File: config.mk
export PLATFORM = sky130hd
export DESIGN_NAME = bsg_link_upstream_arbiter_flat
export DESIGN_NICKNAME = d
export VERILOG_FILES = /design/src/rtl/bsg_link_upstream_arbiter_pkg.sv /design/src/rtl/bsg_link_upstream_arbiter_if.sv /design/src/rtl/bsg_link_rr_pick.sv /design/src/rtl/bsg_link_upstream_arbiter.sv /design/src/flat_wrapper.sv
export SDC_FILE = /design/constraint.sdc
export NUM_CORES = 1
export LEC_CHECK = 0
export CORE_AREA = 8 8 133 122
export DETAILED_ROUTE_END_ITERATION = 16
export DIE_AREA = 0 0 141 130
export GPL_ROUTABILITY_DRIVEN = 0
export MAX_ROUTING_LAYER = met4
export PLACE_DENSITY = 0.8
export SLEW_MARGIN = 20
export SYNTH_ARGS = -nofsm -noshare
export SYNTH_HDL_FRONTEND = slang
export SYNTH_HIERARCHICAL = 1
export SYNTH_SLANG_ARGS = --single-unit
export TNS_END_PERCENT = 1
File: constraint.sdc
create_clock -name core_clk_i -period 4.4 [get_ports core_clk_i]
set_input_delay 0.44 -clock core_clk_i [delete_from_list [all_inputs] [get_ports core_clk_i]]
set_output_delay 0.44 -clock core_clk_i [all_outputs]
set_load 0.03 [all_outputs]
File: src/rtl/bsg_link_upstream_arbiter_pkg.sv
// Shared definitions for the upstream link arbiter: state encoding, id width
// helper and the default-configuration flit header layout.
package bsg_link_upstream_arbiter_pkg;

  // Channel tag width; a single-client build still carries a 1-bit tag.
  function automatic int unsigned link_id_width(input int unsigned num_chan);
    return (num_chan > 1) ? $clog2(num_chan) : 1;
  endfunction

  typedef logic [0:0] arb_state_t;
  localparam arb_state_t StIdle   = 1'b0;
  localparam arb_state_t StLocked = 1'b1;

  localparam int unsigned LinkNumChan = 4;
  localparam int unsigned LinkWidth   = 64;
  localparam int unsigned LinkIdWidth = link_id_width(LinkNumChan);

  // Flit header for the default configuration: channel id in the MSBs.
  typedef struct packed {
    logic [LinkIdWidth-1:0]           id;
    logic [LinkWidth-LinkIdWidth-1:0] payload;
  } link_flit_t;

endpackage

File: src/rtl/bsg_link_upstream_arbiter_if.sv
// Client-side request bundle and link-side output of the upstream arbiter.
interface bsg_link_upstream_arbiter_if
  import bsg_link_upstream_arbiter_pkg::*;
#(
  parameter int unsigned num_chan_p      = 4,
  parameter int unsigned width_p         = 64,
  parameter int unsigned id_width_p      = link_id_width(num_chan_p),
  parameter int unsigned payload_width_p = width_p - id_width_p
);

  logic [num_chan_p*payload_width_p-1:0] req_data_i;
  logic [num_chan_p-1:0]                 req_valid_i;
  logic [num_chan_p-1:0]                 req_last_i;
  logic [num_chan_p-1:0]                 req_ready_o;
  logic [width_p-1:0]                    link_data_o;
  logic                                  link_valid_o;
  logic                                  link_ready_i;
  logic [id_width_p-1:0]                 grant_id_o;
  logic                                  locked_o;

  // Arbiter view.
  modport slave (
    input  req_data_i, req_valid_i, req_last_i, link_ready_i,
    output req_ready_o, link_data_o, link_valid_o, grant_id_o, locked_o
  );

  // Clients plus link view.
  modport master (
    output req_data_i, req_valid_i, req_last_i, link_ready_i,
    input  req_ready_o, link_data_o, link_valid_o, grant_id_o, locked_o
  );

endinterface

File: src/rtl/bsg_link_rr_pick.sv
// Rotating-priority encoder: scans upward from the channel after last_ptr and
// returns the first valid channel as one-hot plus encoded id.
module bsg_link_rr_pick
  import bsg_link_upstream_arbiter_pkg::*;
#(
  parameter int unsigned num_chan_p = 4,
  parameter int unsigned id_width_p = link_id_width(num_chan_p)
) (
  input  logic [num_chan_p-1:0] valid,
  input  logic [id_width_p-1:0] last_ptr,
  output logic [num_chan_p-1:0] grant_oh,
  output logic [id_width_p-1:0] grant_id,
  output logic                  any_v
);

  // First valid channel in rotated order; last_ptr itself is scanned last.
  always_comb begin
    int unsigned idx;
    idx      = 0;
    grant_oh = '0;
    grant_id = '0;
    any_v    = 1'b0;
    for (int unsigned i = 1; i <= num_chan_p; i++) begin
      idx = (32'(last_ptr) + i) % num_chan_p;
      if (!any_v && valid[idx]) begin
        any_v         = 1'b1;
        grant_oh[idx] = 1'b1;
        grant_id      = id_width_p'(idx);
      end
    end
  end

endmodule

File: src/rtl/bsg_link_upstream_arbiter.sv
// Packet-granular round-robin arbiter sharing one upstream link core port
// among several clients. Each flit is tagged with its source channel id and
// held in a single registered output slot.
module bsg_link_upstream_arbiter
  import bsg_link_upstream_arbiter_pkg::*;
#(
  parameter int unsigned num_chan_p      = 4,
  parameter int unsigned width_p         = 64,
  parameter int unsigned id_width_p      = link_id_width(num_chan_p),
  parameter int unsigned payload_width_p = width_p - id_width_p
) (
  input logic                         core_clk_i,
  input logic                         core_reset_i,
  bsg_link_upstream_arbiter_if.slave  link_if
);

  typedef struct packed {
    logic [id_width_p-1:0]      id;
    logic [payload_width_p-1:0] payload;
  } flit_t;

  arb_state_t            state_q;
  logic [id_width_p-1:0] ptr_q;
  logic [id_width_p-1:0] lock_q;
  logic [id_width_p-1:0] grant_q;
  logic                  slot_v_q;
  flit_t                 slot_q;

  logic [num_chan_p-1:0]      pick_oh;
  logic [id_width_p-1:0]      pick_id;
  logic                       pick_any;
  logic [id_width_p-1:0]      sel_id;
  logic                       sel_v;
  logic [num_chan_p-1:0]      ready_mask;
  logic                       load_en;
  logic                       accept;
  logic                       sel_last;
  logic [payload_width_p-1:0] sel_payload;

  bsg_link_rr_pick #(
    .num_chan_p (num_chan_p),
    .id_width_p (id_width_p)
  ) rr_pick (
    .valid    (link_if.req_valid_i),
    .last_ptr (ptr_q),
    .grant_oh (pick_oh),
    .grant_id (pick_id),
    .any_v    (pick_any)
  );

  // Slot can take a new flit when empty or draining this cycle.
  assign load_en = ~slot_v_q | link_if.link_ready_i;

  // Select the serviced channel: fresh arbitration when idle, the lock owner otherwise.
  always_comb begin
    sel_id             = lock_q;
    sel_v              = link_if.req_valid_i[lock_q];
    ready_mask         = '0;
    ready_mask[lock_q] = 1'b1;
    if (state_q == StIdle) begin
      sel_id     = pick_id;
      sel_v      = pick_any;
      ready_mask = pick_oh;
    end
  end

  assign accept      = sel_v & load_en;
  assign sel_last    = link_if.req_last_i[sel_id];
  assign sel_payload = link_if.req_data_i[sel_id*payload_width_p +: payload_width_p];

  // Ready stays low while reset is held even though the empty slot would accept.
  assign link_if.req_ready_o = (load_en && !core_reset_i) ? ready_mask : '0;

  // Output slot: overwritten on a simultaneous drain and load.
  always_ff @(posedge core_clk_i or posedge core_reset_i) begin
    if (core_reset_i) begin
      slot_v_q <= 1'b0;
      slot_q   <= '0;
    end else if (load_en) begin
      slot_v_q <= accept;
      if (accept) begin
        slot_q <= '{id: sel_id, payload: sel_payload};
      end
    end
  end

  // Packet-lock FSM and round-robin pointer update.
  always_ff @(posedge core_clk_i or posedge core_reset_i) begin
    if (core_reset_i) begin
      state_q <= StIdle;
      ptr_q   <= id_width_p'(num_chan_p - 1);
      lock_q  <= '0;
      grant_q <= '0;
    end else if (accept) begin
      grant_q <= sel_id;
      if (state_q == StIdle) begin
        if (sel_last) begin
          ptr_q <= sel_id;
        end else begin
          state_q <= StLocked;
          lock_q  <= sel_id;
        end
      end else if (sel_last) begin
        state_q <= StIdle;
        ptr_q   <= lock_q;
      end
    end
  end

  assign link_if.link_data_o  = slot_q;
  assign link_if.link_valid_o = slot_v_q;
  assign link_if.grant_id_o   = grant_q;
  assign link_if.locked_o     = (state_q == StLocked);

endmodule

File: src/flat_wrapper.sv
// flat-port wrapper written by rule: the top's interface ports become plain ports
module bsg_link_upstream_arbiter_flat import bsg_link_upstream_arbiter_pkg::*;
#(
  parameter int unsigned num_chan_p      = 4,
  parameter int unsigned width_p         = 64,
  parameter int unsigned id_width_p      = link_id_width(num_chan_p),
  parameter int unsigned payload_width_p = width_p - id_width_p
)
  (core_clk_i, core_reset_i, link_if_req_data_i, link_if_req_valid_i, link_if_req_last_i, link_if_link_ready_i, link_if_req_ready_o, link_if_link_data_o, link_if_link_valid_o, link_if_grant_id_o, link_if_locked_o);
  bsg_link_upstream_arbiter_if #(.num_chan_p(num_chan_p), .width_p(width_p), .id_width_p(id_width_p), .payload_width_p(payload_width_p)) link_if_i ();
  input logic core_clk_i;
  input logic core_reset_i;
  input wire logic [$bits(link_if_i.req_data_i)-1:0] link_if_req_data_i;
  input wire logic [$bits(link_if_i.req_valid_i)-1:0] link_if_req_valid_i;
  input wire logic [$bits(link_if_i.req_last_i)-1:0] link_if_req_last_i;
  input wire logic [$bits(link_if_i.link_ready_i)-1:0] link_if_link_ready_i;
  output wire logic [$bits(link_if_i.req_ready_o)-1:0] link_if_req_ready_o;
  output wire logic [$bits(link_if_i.link_data_o)-1:0] link_if_link_data_o;
  output wire logic [$bits(link_if_i.link_valid_o)-1:0] link_if_link_valid_o;
  output wire logic [$bits(link_if_i.grant_id_o)-1:0] link_if_grant_id_o;
  output wire logic [$bits(link_if_i.locked_o)-1:0] link_if_locked_o;
  assign link_if_i.req_data_i = link_if_req_data_i;
  assign link_if_i.req_valid_i = link_if_req_valid_i;
  assign link_if_i.req_last_i = link_if_req_last_i;
  assign link_if_i.link_ready_i = link_if_link_ready_i;
  assign link_if_req_ready_o = link_if_i.req_ready_o;
  assign link_if_link_data_o = link_if_i.link_data_o;
  assign link_if_link_valid_o = link_if_i.link_valid_o;
  assign link_if_grant_id_o = link_if_i.grant_id_o;
  assign link_if_locked_o = link_if_i.locked_o;
  bsg_link_upstream_arbiter #(.num_chan_p(num_chan_p), .width_p(width_p), .id_width_p(id_width_p), .payload_width_p(payload_width_p)) u_core (.core_clk_i(core_clk_i), .core_reset_i(core_reset_i), .link_if(link_if_i));
endmodule
run_1/layers.png
Scale: 3 px per µm. Only two layers are drawn.
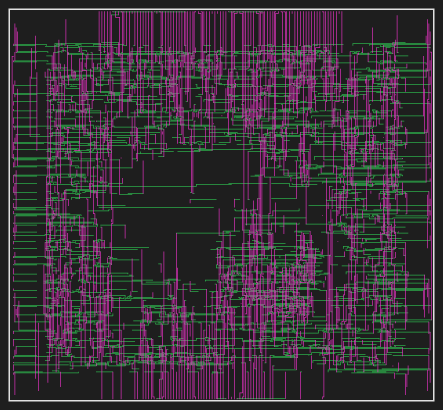
colour	layer	wire length
green	M1	9000 µm
magenta	M2	10900 µm

run_1/m2.png
Scale: 3 px per µm.
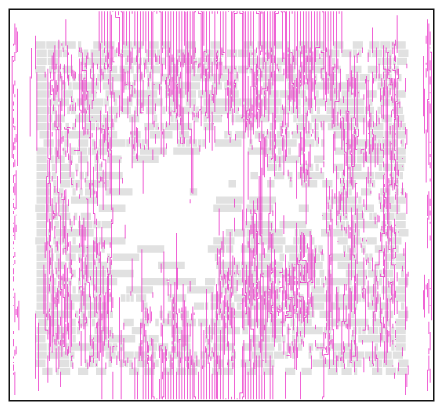
share of all routed wire	48%
longest straight run	89.2 µm
main direction	vertical
wire length on this layer	10900 µm
nets with wire on the layer	1046

run_1/pinout.png
Scale: 3 px per µm. Pins as bars across the die edge, other pins in grey.
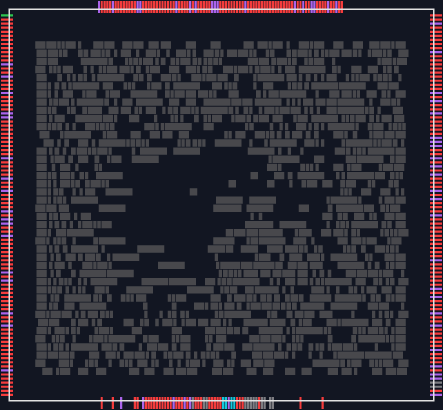
colour	port	pins	direction	edge
purple	link_if_link_data_o	64	output	24 right, 17 top, 17 left, 6 bottom
red	link_if_req_data_i	248	input	76 left, 72 top, 68 right, 32 bottom
cyan	link_if_req_ready_o	4	output	bottom
green	core_clk_i	1	input	left
all pins by edge	94 left, 94 right, 89 top, 54 bottom

==> run_results.csv, run 1 <==
group,metric,value,unit
status,status,"completed",
synth,async_reset_ff_frac,1.00,
clock_network,clk-insertion-delay-late,0.34,ns
clock_network,post-cts-setup-buffers,0,
placement,dp_hpwl,16700,µm
clock_network,cts_hold_buf,0,
route,drt_iter0_markers,481,
power_and_ir_drop,p_leak,0.00399,µW
floorplan,chip_area,0.0183,mm²
placement,numPortBuffers,330,
sta,slew_viol_final,0,
layout,n_antenna_cell,0,
layout,final_util,0.636,
layout,drive_above_1_share,0.0413,
sta,hold_violations,0,
setup_path,reg2reg_to,"u_core/link_if.link_data_o[59]",
sta,setup_viol,0,
global_routing,antenna_found_initial,0,
synth,syn-cell-area,0.00519,mm²
synth,top_cells_by_area,"dfrtp_1 33%, nand2_1 28%, nand3_1 18%",
synth,synth_seq_share,0.338,
layout,nets,1352,
clock_network,cts_resized,0,
sta,slew_headroom,0.380,
synth,yosysTopAreaCellShare,0.328,
setup_path,crit_type,"flip-flop to output pin",
layout,area_delta_synth_final,70.1,%
synth,edf_count,0,
clock_network,clk_pin_slew,0.06,ns
worst_hold_path,hold_depth,2,
setup_path,r2r_slack,0.89,ns
setup_path,r2r_start,"u_core/ptr_q[0]",
synth,yosys_warnings,6,
floorplan,floorplanUtilization,0.374,
power_and_ir_drop,power.density,773,mW/mm²
floorplan,die_h,130,µm
synth,synth_flops,70,
flow_run,drv_cap,0,
synth,ys.flop_type,"dfrtp_1",
setup_path,endpoint_kind,"output pin",
worst_hold_path,holdPathEnd,"u_core/link_if.link_data_o[28]",
route,ant_nets,0,
synth,synth.most_common_cell,"nand2_1",
global_routing,overflow,0,
setup_path,cp-start-kind,"flip-flop",
global_routing,grt_max_degree,110,
synth,yosys-stat-area,0.00519,mm²
flow_run,tool_warnings,35,
sta,tightest_slew,0.930,ns
synth,synthCells,796,
sta,holdWs,0.469,ns
worst_hold_path,hp-start,"u_core/link_if.link_data_o[28]",
setup_path,r2r_cells,11,
synth,ys_types,42,
floorplan,die_width,141,µm
synth,top_cells_by_count,"392 x nand2_1, 188 x nand3_1, 68 x dfrtp_1",
setup_path,cp_data_required_time,3.96,ns
route,drt-pass1-iter-count,5,
sta,max_freq,0.254,GHz
synth,top_area_cell,"dfrtp_1",
clock_network,cts_sinks,70,
route,vias,6443,
synth,yosys_cells,796,
route,drc_errors,0,
sta,fin_crit,3.94,ns
floorplan,pin_count,331,
floorplan,rows,41,
clock_network,htree_num_levels,3,
global_routing,first_global_vias,6492,
clock_network,root_buffer,"clkbuf_16",
global_routing,grt_usage,0.249,
setup_path,path_max_fanout,17,
worst_hold_path,hp-class,"flip-flop to flip-flop",
sta,rsz0062_at_grt,"false",
clock_network,cts.path.max_buffers,2,
route,via_per_inst,5.02,
floorplan,core_area,0.0139,mm²
synth,postSynthAreaPerCell,6.53,µm²
route,post_drt_wl_per_cell,17.5,µm
synth,syn-num-nets,1063,
power_and_ir_drop,vdd_ir_drop_max,0.519,mV
clock_network,numCtsBuffers,9,
==> run 1: how the worst max path moves through the flow <==
| stage | from | to | cells past startpoint | slack, ns |
|---|---|---|---|---|
| detailed placement | link_if_req_valid_i[2] | u_core/lock_q[0] | 11 | 0.80 |
| global route | u_core/ptr_q[0] | link_if_req_ready_o[3] | 9 | 0.25 |
| finish | u_core/ptr_q[0] | link_if_req_ready_o[2] | 9 | 0.46 |
| CTS | u_core/ptr_q[0] | link_if_req_ready_o[2] | 9 | 0.45 |
| floorplan | core_reset_i | link_if_req_ready_o[2] | 3 | 1.17 |
| global placement | link_if_req_valid_i[0] | link_if_req_ready_o[2] | 7 | 0.87 |
==> run 1: through the flow <==
stage	power, µW	setup WS (ns)	instances	instance area [µm²]
after detailed placement	6200	0.800	1267	8570
final	6830	0.464	1283	8840
after global routing	7410	0.251	1283	8840
after CTS	6900	0.449	1283	8840
after floorplan	4490	1.17	796	5190
after global placement	6120	0.871	1267	8570
==> run 1: sequential cells by signal, indices dropped and copies added (netlist names) <==
signal and flops:
u_core/link_if.locked_o 1, u_core/link_if.link_valid_o 1, u_core/ptr_q 2, u_core/link_if.link_data_o 62, u_core/lock_q 2, u_core/link_if.grant_id_o 2
==> run 1: critical path, cell delays in order (launching register included) <==
cell,delay (ns)
dfstp_2,0.75
inv_2,0.15
ha_1,0.57
mux2i_4,0.40
nand2_1,0.08
o21ai_1,0.11
a221o_1,0.16
nand2_1,0.07
a21oi_1,0.16
clkdlybuf4s50_1,0.70
==> run 1: cell usage in the layout, fill, tap and decap left out, types with 4 or more instances in the layout <==
cell             instances
a21oi_1                  6
a221o_1                  4
buf_4                    7
clkbuf_1                 4
clkbuf_16                9
clkdlybuf4s50_1        330
dfrtp_1                 68
ha_1                     8
inv_1                    5
mux2i_1                  4
nand2_1                392
nand3_1                188
nor2_1                   8
o21ai_0                  4
o21ai_1                  5
==> run 1: layout make-up <==
class | count | area (µm²)
inverter | 7 | 26.3
fill | 1266 | 5060
tap | 193 | 241
clock inverter | 2 | 10.0
timing repair buffer | 340 | 3420
clock buffer | 14 | 254
sequential | 70 | 1750
multi-input combinational | 657 | 3140
==> run 1: power breakdown <==
| group | total [µW] | switching [µW] | internal, µW |
|---|---|---|---|
| Clock | 674 | 278 | 396 |
| Sequential | 1240 | 247 | 995 |
| Combinational | 4910 | 3090 | 1830 |
==> run 1: routing by layer <==
metal / GRT usage / share of wire / up-vias
met5: - / 0 / -
met2: 0.412 / 0.48 / 306
met1: 0.282 / 0.40 / 2929
li1: - / - / 3173
met4: 0.0821 / 0.025 / 0
met3: 0.0789 / 0.091 / 35
==> run 1: cells by family after synthesis <==
kind of cell             synth area share
multiplexers                       0.0405
buffers and inverters              0.0672
AND-OR/OR-AND                      0.0474
AND/OR/NAND/NOR                     0.488
adder cells (fa/ha/maj)            0.0193
flip-flops                          0.338
## Run 2: what changed since run 1
Settings changed: SLEW_MARGIN 20 to not set.
run_2/m2.png
Scale: 3 px per µm.
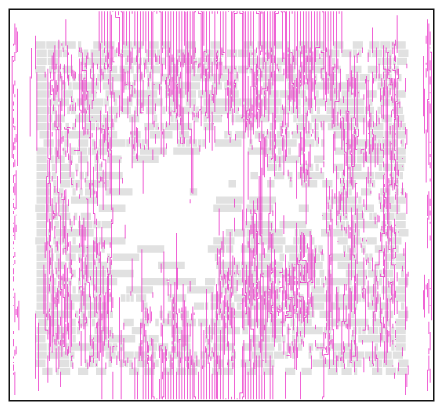
nets with wire on the layer	1046
longest straight run	89.2 µm
share of all routed wire	48%

run_2/placed.png
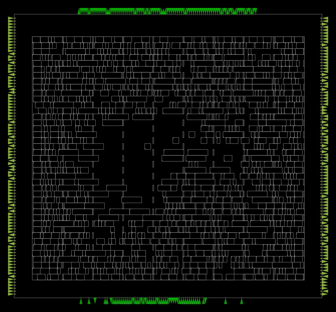
registers: 70
Seq area share: 0.198
final instance count without filler cells: 1283
Filler Cells Inserted: 1266
Util after Layout: 0.636

==> run 2 against run 1 <==
Synthesized area is the same; total power unchanged; global-route usage did not move; sequential share of layout area unchanged; clock skew is the same; register-to-register slack about the same; via count stayed put; largest cell class unchanged; hold slack is the same; design area stayed put; count of clock-buffer cells in the layout did not move.
==> run_results.csv, run 2 <==
group,metric,value,unit
route,top_layer_used,"met4",
clock_network,cts_resized,0,
route,met3_length,2050,µm
layout,drive_above_1_share,0.0413,
layout,final_area,0.00884,mm²
setup_path,crit_type,"flip-flop to output pin",
clock_network,htree_num_levels,3,
route,vias,6443,
layout,seq_area,0.00175,mm²
route,ant_nets,0,
sta,fin_crit,3.94,ns
sta,hold_violations,0,
clock_network,root_buffer,"clkbuf_16",
clock_network,numCtsBuffers,9,
layout,nets,1352,
setup_path,cp-start-kind,"flip-flop",
route,wl_met2,10900,µm
power_and_ir_drop,vdd_ir_drop_max,0.519,mV
global_routing,grt_max_degree,110,
global_routing,grt_usage,0.249,
synth,synth.most_common_cell,"nand2_1",
synth,synth_seq_share,0.338,
synth,synth_flops,70,
floorplan,rows,41,
global_routing,antenna_found_initial,0,
power_and_ir_drop,power.density,773,mW/mm²
synth,edf_count,0,
floorplan,die_width,141,µm
setup_path,r2r_slack,0.89,ns
sta,slew_headroom,0.380,
synth,async_reset_ff_frac,1.00,
route,post_drt_wl_per_cell,17.5,µm
synth,yosys-stat-area,0.00519,mm²
clock_network,cts.path.max_buffers,2,
layout,largest_reg_flops,62,
floorplan,chip_area,0.0183,mm²
clock_network,cts_hold_buf,0,
global_routing,overflow,0,
flow_run,tool_warnings,35,
sta,rsz0062_at_grt,"false",
synth,syn-cell-area,0.00519,mm²
placement,numPortBuffers,330,
route,met1_length,9000,µm
placement,placed_area,0.00857,mm²
clock_network,clk_pin_slew,0.06,ns
sta,final.setup.tns,0,ns
status,status,"completed",
setup_path,endpoint_kind,"output pin",
sta,setup_viol,0,
setup_path,path_max_fanout,17,
floorplan,core_area,0.0139,mm²
flow_run,drv_cap,0,
synth,ys.flop_type,"dfrtp_1",
floorplan,pin_count,331,
clock_network,cts_sinks,70,
floorplan,floorplanUtilization,0.374,
route,drc_errors,0,
synth,top_area_cell,"dfrtp_1",
synth,yosysTopAreaCellShare,0.328,
route,via_per_inst,5.02,
synth,ys_types,42,
synth,yosys_cells,796,
synth,syn-num-nets,1063,
synth,top_cells_by_count,"392 x nand2_1, 188 x nand3_1, 68 x dfrtp_1",
layout,final-comb-area,0.00314,mm²
placement,dp_hpwl,16700,µm
layout,final_common_cell,"nand2_1",
route,drt-pass1-iter-count,5,
run_2/layers.png
Scale: 3 px per µm. Only two layers are drawn.
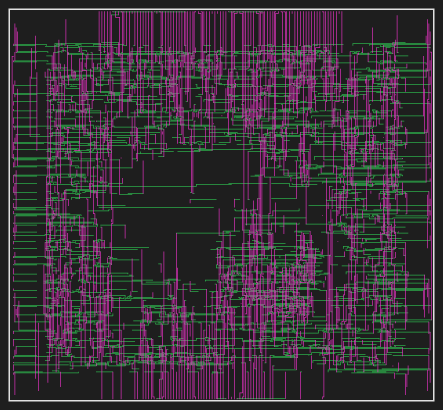
colour	layer	wire length
green	M1	9000 µm
magenta	M2	10900 µm

==> run 2: cell counts after synthesis <==
Identical to the previous run, type by type.
==> run 2: logic make-up (layout without fill, tap and decap cells) <==
kind of cell    Yosys count  after routing  synth area share
compound gates           33             33            0.0474
fa+ha+maj                 8              8            0.0193
buf+inv                  69            363            0.0672
flops                    70             70             0.338
mux                      15             15            0.0405
simple gates            601            601             0.488
==> run 2: final timing paths <==
| kind | depth (start not counted) | endpoint | startpoint |
|---|---|---|---|
| hold reg to reg | 2 | u_core/link_if.link_data_o[28] | u_core/link_if.link_data_o[28] |
| max in group asynchronous | 3 | u_core/link_if.link_data_o[1] | core_reset_i |
| min in group asynchronous | 3 | u_core/link_if.link_data_o[58] | core_reset_i |
| setup / recovery | 9 | link_if_req_ready_o[2] | u_core/ptr_q[0] |
| setup reg to reg | 11 | u_core/link_if.link_data_o[59] | u_core/ptr_q[0] |
| hold / removal | 2 | u_core/link_if.link_data_o[28] | u_core/link_if.link_data_o[28] |
==> run 2: final cells by class <==
type                    instances  area share
repair buffers                340       0.387
multi-input cells             657       0.355
flip-flops and latches         70       0.198
clock buffers                  14      0.0287
well taps                     193      0.0273
inverters                       7     0.00297
clock inverters                 2     0.00113
==> run 2: where the power goes <==
part	internal, µW	switching [µW]	total [µW]
clock	396	278	674
combinational	1830	3090	4910
sequential	995	247	1240
==> run 2: through the flow <==
stage               hold slack, ns  setup WS (ns)
global placement             0.456          0.871
global route                 0.483          0.251
floorplan                    0.565           1.17
detailed placement           0.461          0.800
finish                       0.469          0.464
CTS                          0.475          0.449
==> run 2: routing by layer <==
metal	vias up	global-route usage
met4	0	0.0821
met1	2929	0.282
met3	35	0.0789
met5	-	-
met2	306	0.412
li1	3173	-
==> run 2: critical path, cell delays in order (launching register included) <==
cell and delay (ns):
dfstp_2 0.75, inv_2 0.15, ha_1 0.57, mux2i_4 0.40, nand2_1 0.08, o21ai_1 0.11
a221o_1 0.16, nand2_1 0.07, a21oi_1 0.16, clkdlybuf4s50_1 0.70
## Run 3: what changed since run 2
Settings changed: ABC_CLOCK_PERIOD_IN_PS set to 4400.
run_3/placed.png
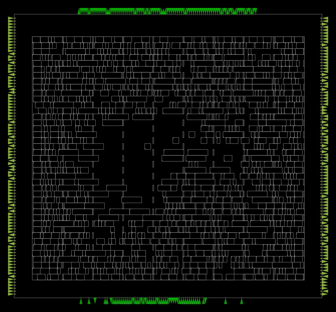
# rows: 41
core area: 0.0139 mm²

run_3/layers.png
Scale: 3 px per µm. Only two layers are drawn.
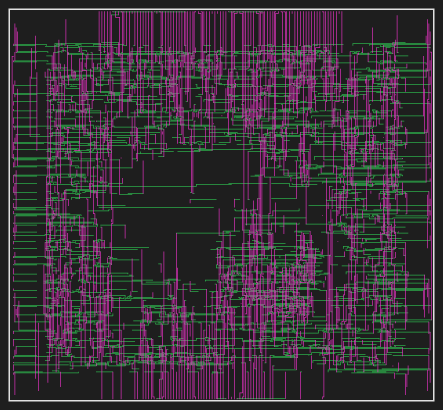
colour	layer	wire length
green	M1	9000 µm
magenta	M2	10900 µm

==> run 3 against run 2 <==
Final cell count did not move; largest power group unchanged; total power did not move; count of clock-buffer cells in the layout did not move; design area did not move; largest cell class unchanged.
==> run_results.csv, run 3 <==
group,metric,value,unit
layout,fillers,1266,
setup_path,r2r_slack,0.89,ns
setup_path,r2r_start,"u_core/ptr_q[0]",
synth,yosysTopAreaCellShare,0.328,
floorplan,floorplanUtilization,0.374,
synth,top_cells_by_count,"392 x nand2_1, 188 x nand3_1, 68 x dfrtp_1",
synth,ys_types,42,
layout,largest_reg_flops,62,
setup_path,slowest_delay,0.75,ns
clock_network,cts_sinks,70,
setup_path,path_buffers,2,
synth,yosys-stat-area,0.00519,mm²
power_and_ir_drop,power.density,773,mW/mm²
sta,fin_ws,0.464,ns
floorplan,die_width,141,µm
setup_path,critPathMostFrequentCell,"nand2_1",
sta,final.setup.tns,0,ns
layout,final_area,0.00884,mm²
setup_path,reg2reg_to,"u_core/link_if.link_data_o[59]",
synth,yosys_cells,796,
floorplan,pin_count,331,
clock_network,root_buffer,"clkbuf_16",
setup_path,crit_chain,"inv_2, ha_1, mux2i_4, nand2_1, o21ai_1, a221o_1, nand2_1, a21oi_1, clkdlybuf4s50_1",
layout,final-comb-area,0.00314,mm²
synth,ys.flop_type,"dfrtp_1",
sta,setup_viol,0,
placement,placed_area,0.00857,mm²
sta,hold_violations,0,
synth,syn-num-nets,1063,
flow_run,drv_cap,0,
synth,synth_seq_share,0.338,
global_routing,overflow,0,
power_and_ir_drop,pwr-share-comb,0.719,
placement,dp_hpwl,16700,µm
power_and_ir_drop,power_frac_seq,0.182,
synth,synth_flops,70,
synth,synth.most_common_cell,"nand2_1",
sta,rsz0062_at_grt,"false",
clock_network,htree_num_levels,3,
global_routing,grt_usage,0.249,
synth,syn-cell-area,0.00519,mm²
clock_network,cts.path.max_buffers,2,
route,drt-pass1-iter-count,5,
layout,drive_above_1_share,0.0413,
route,ant_nets,0,
route,via_per_inst,5.02,
clock_network,clk_pin_slew,0.06,ns
setup_path,cp-start-kind,"flip-flop",
power_and_ir_drop,power.share.clock,0.099,
placement,post-place-ws,0.800,ns
global_routing,antenna_found_initial,0,
status,status,"completed",
layout,nets,1352,
setup_path,slowest_stage,"dfstp_2",
clock_network,numCtsBuffers,9,
clock_network,cts_tree,"yes",
floorplan,chip_area,0.0183,mm²
synth,top_area_cell,"dfrtp_1",
sta,slew_headroom,0.380,
synth,async_reset_ff_frac,1.00,
power_and_ir_drop,vdd_ir_drop_max,0.519,mV
flow_run,tool_warnings,35,
power_and_ir_drop,p_int,3220,µW
worst_hold_path,hold_depth,2,
setup_path,cpLargestDelayFamily,"buffers and inverters",
setup_path,path_max_fanout,17,
route,drc_errors,0,
placement,numPortBuffers,330,
run_3/m2.png
Scale: 3 px per µm.
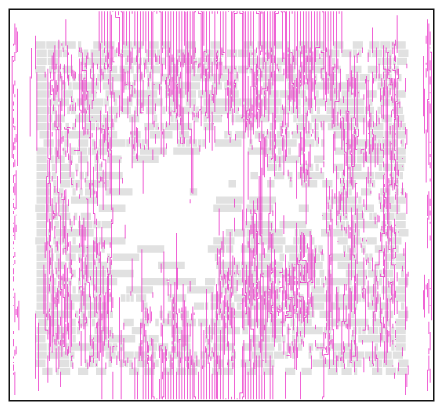
share of all routed wire	48%
longest straight run	89.2 µm

run 3: cell counts after synthesis:
Identical to the previous run, type by type.
run 3: cell type report:
cell class | count | area share
clock buffers | 14 | 0.0287
clock inverters | 2 | 0.00113
inverters | 7 | 0.00297
multi-input cells | 657 | 0.355
flip-flops and latches | 70 | 0.198
well taps | 193 | 0.0273
repair buffers | 340 | 0.387
run 3: worst register-to-register path: stages (launching register included):
cell      delay, ns
dfstp_2        0.75
inv_2          0.15
ha_1           0.57
a221oi_1       0.10
a211oi_1       0.31
o22a_1         0.26
mux2_4         0.35
buf_12         0.40
nand2_1        0.23
nand3_1        0.11
nand3_1        0.12
nand2_1        0.09
run 3: power by group through the flow:
stage | combinational [µW] | clock (µW) | sequential [µW]
4_1_cts | 4960 | 694 | 1240
5_1_grt | 5400 | 720 | 1290
3_3_place_gp | 4880 | 0 | 1240
3_5_place_dp | 4950 | 0 | 1250
2_1_floorplan | 2720 | 0 | 1780
6_report | 4910 | 674 | 1240
run 3: metal layers:
metal / GRT usage / vias up / wire [µm]
met5: - / - / 0
met4: 0.0821 / 0 / 568
met3: 0.0789 / 35 / 2050
met2: 0.412 / 306 / 10900
met1: 0.282 / 2929 / 9000
li1: - / 3173 / -
run 3: worst max path at each step:
stage | from | endpoint | slack (ns) | depth (start not counted)
after detailed placement | link_if_req_valid_i[2] | u_core/lock_q[0] | 0.80 | 11
after CTS | u_core/ptr_q[0] | link_if_req_ready_o[2] | 0.45 | 9
after global placement | link_if_req_valid_i[0] | link_if_req_ready_o[2] | 0.87 | 7
after global routing | u_core/ptr_q[0] | link_if_req_ready_o[3] | 0.25 | 9
after floorplan | core_reset_i | link_if_req_ready_o[2] | 1.17 | 3
final | u_core/ptr_q[0] | link_if_req_ready_o[2] | 0.46 | 9
run 3: stage by stage:
| stage | total power [µW] | hold slack [ns] | cells |
|---|---|---|---|
| after floorplan | 4490 | 0.565 | 796 |
| after global routing | 7410 | 0.483 | 1283 |
| final | 6830 | 0.469 | 1283 |
| after CTS | 6900 | 0.475 | 1283 |
| after global placement | 6120 | 0.456 | 1267 |
| after detailed placement | 6200 | 0.461 | 1267 |
run 3: cell families after synthesis:
group,count (synthesis),synth area share
AND-OR/OR-AND,33,0.0474
adder cells (fa/ha/maj),8,0.0193
buffers and inverters,69,0.0672
flip-flops,70,0.338
multiplexers,15,0.0405
AND/OR/NAND/NOR,601,0.488
No activity file was given, so power comes from the tool's default toggle rates.
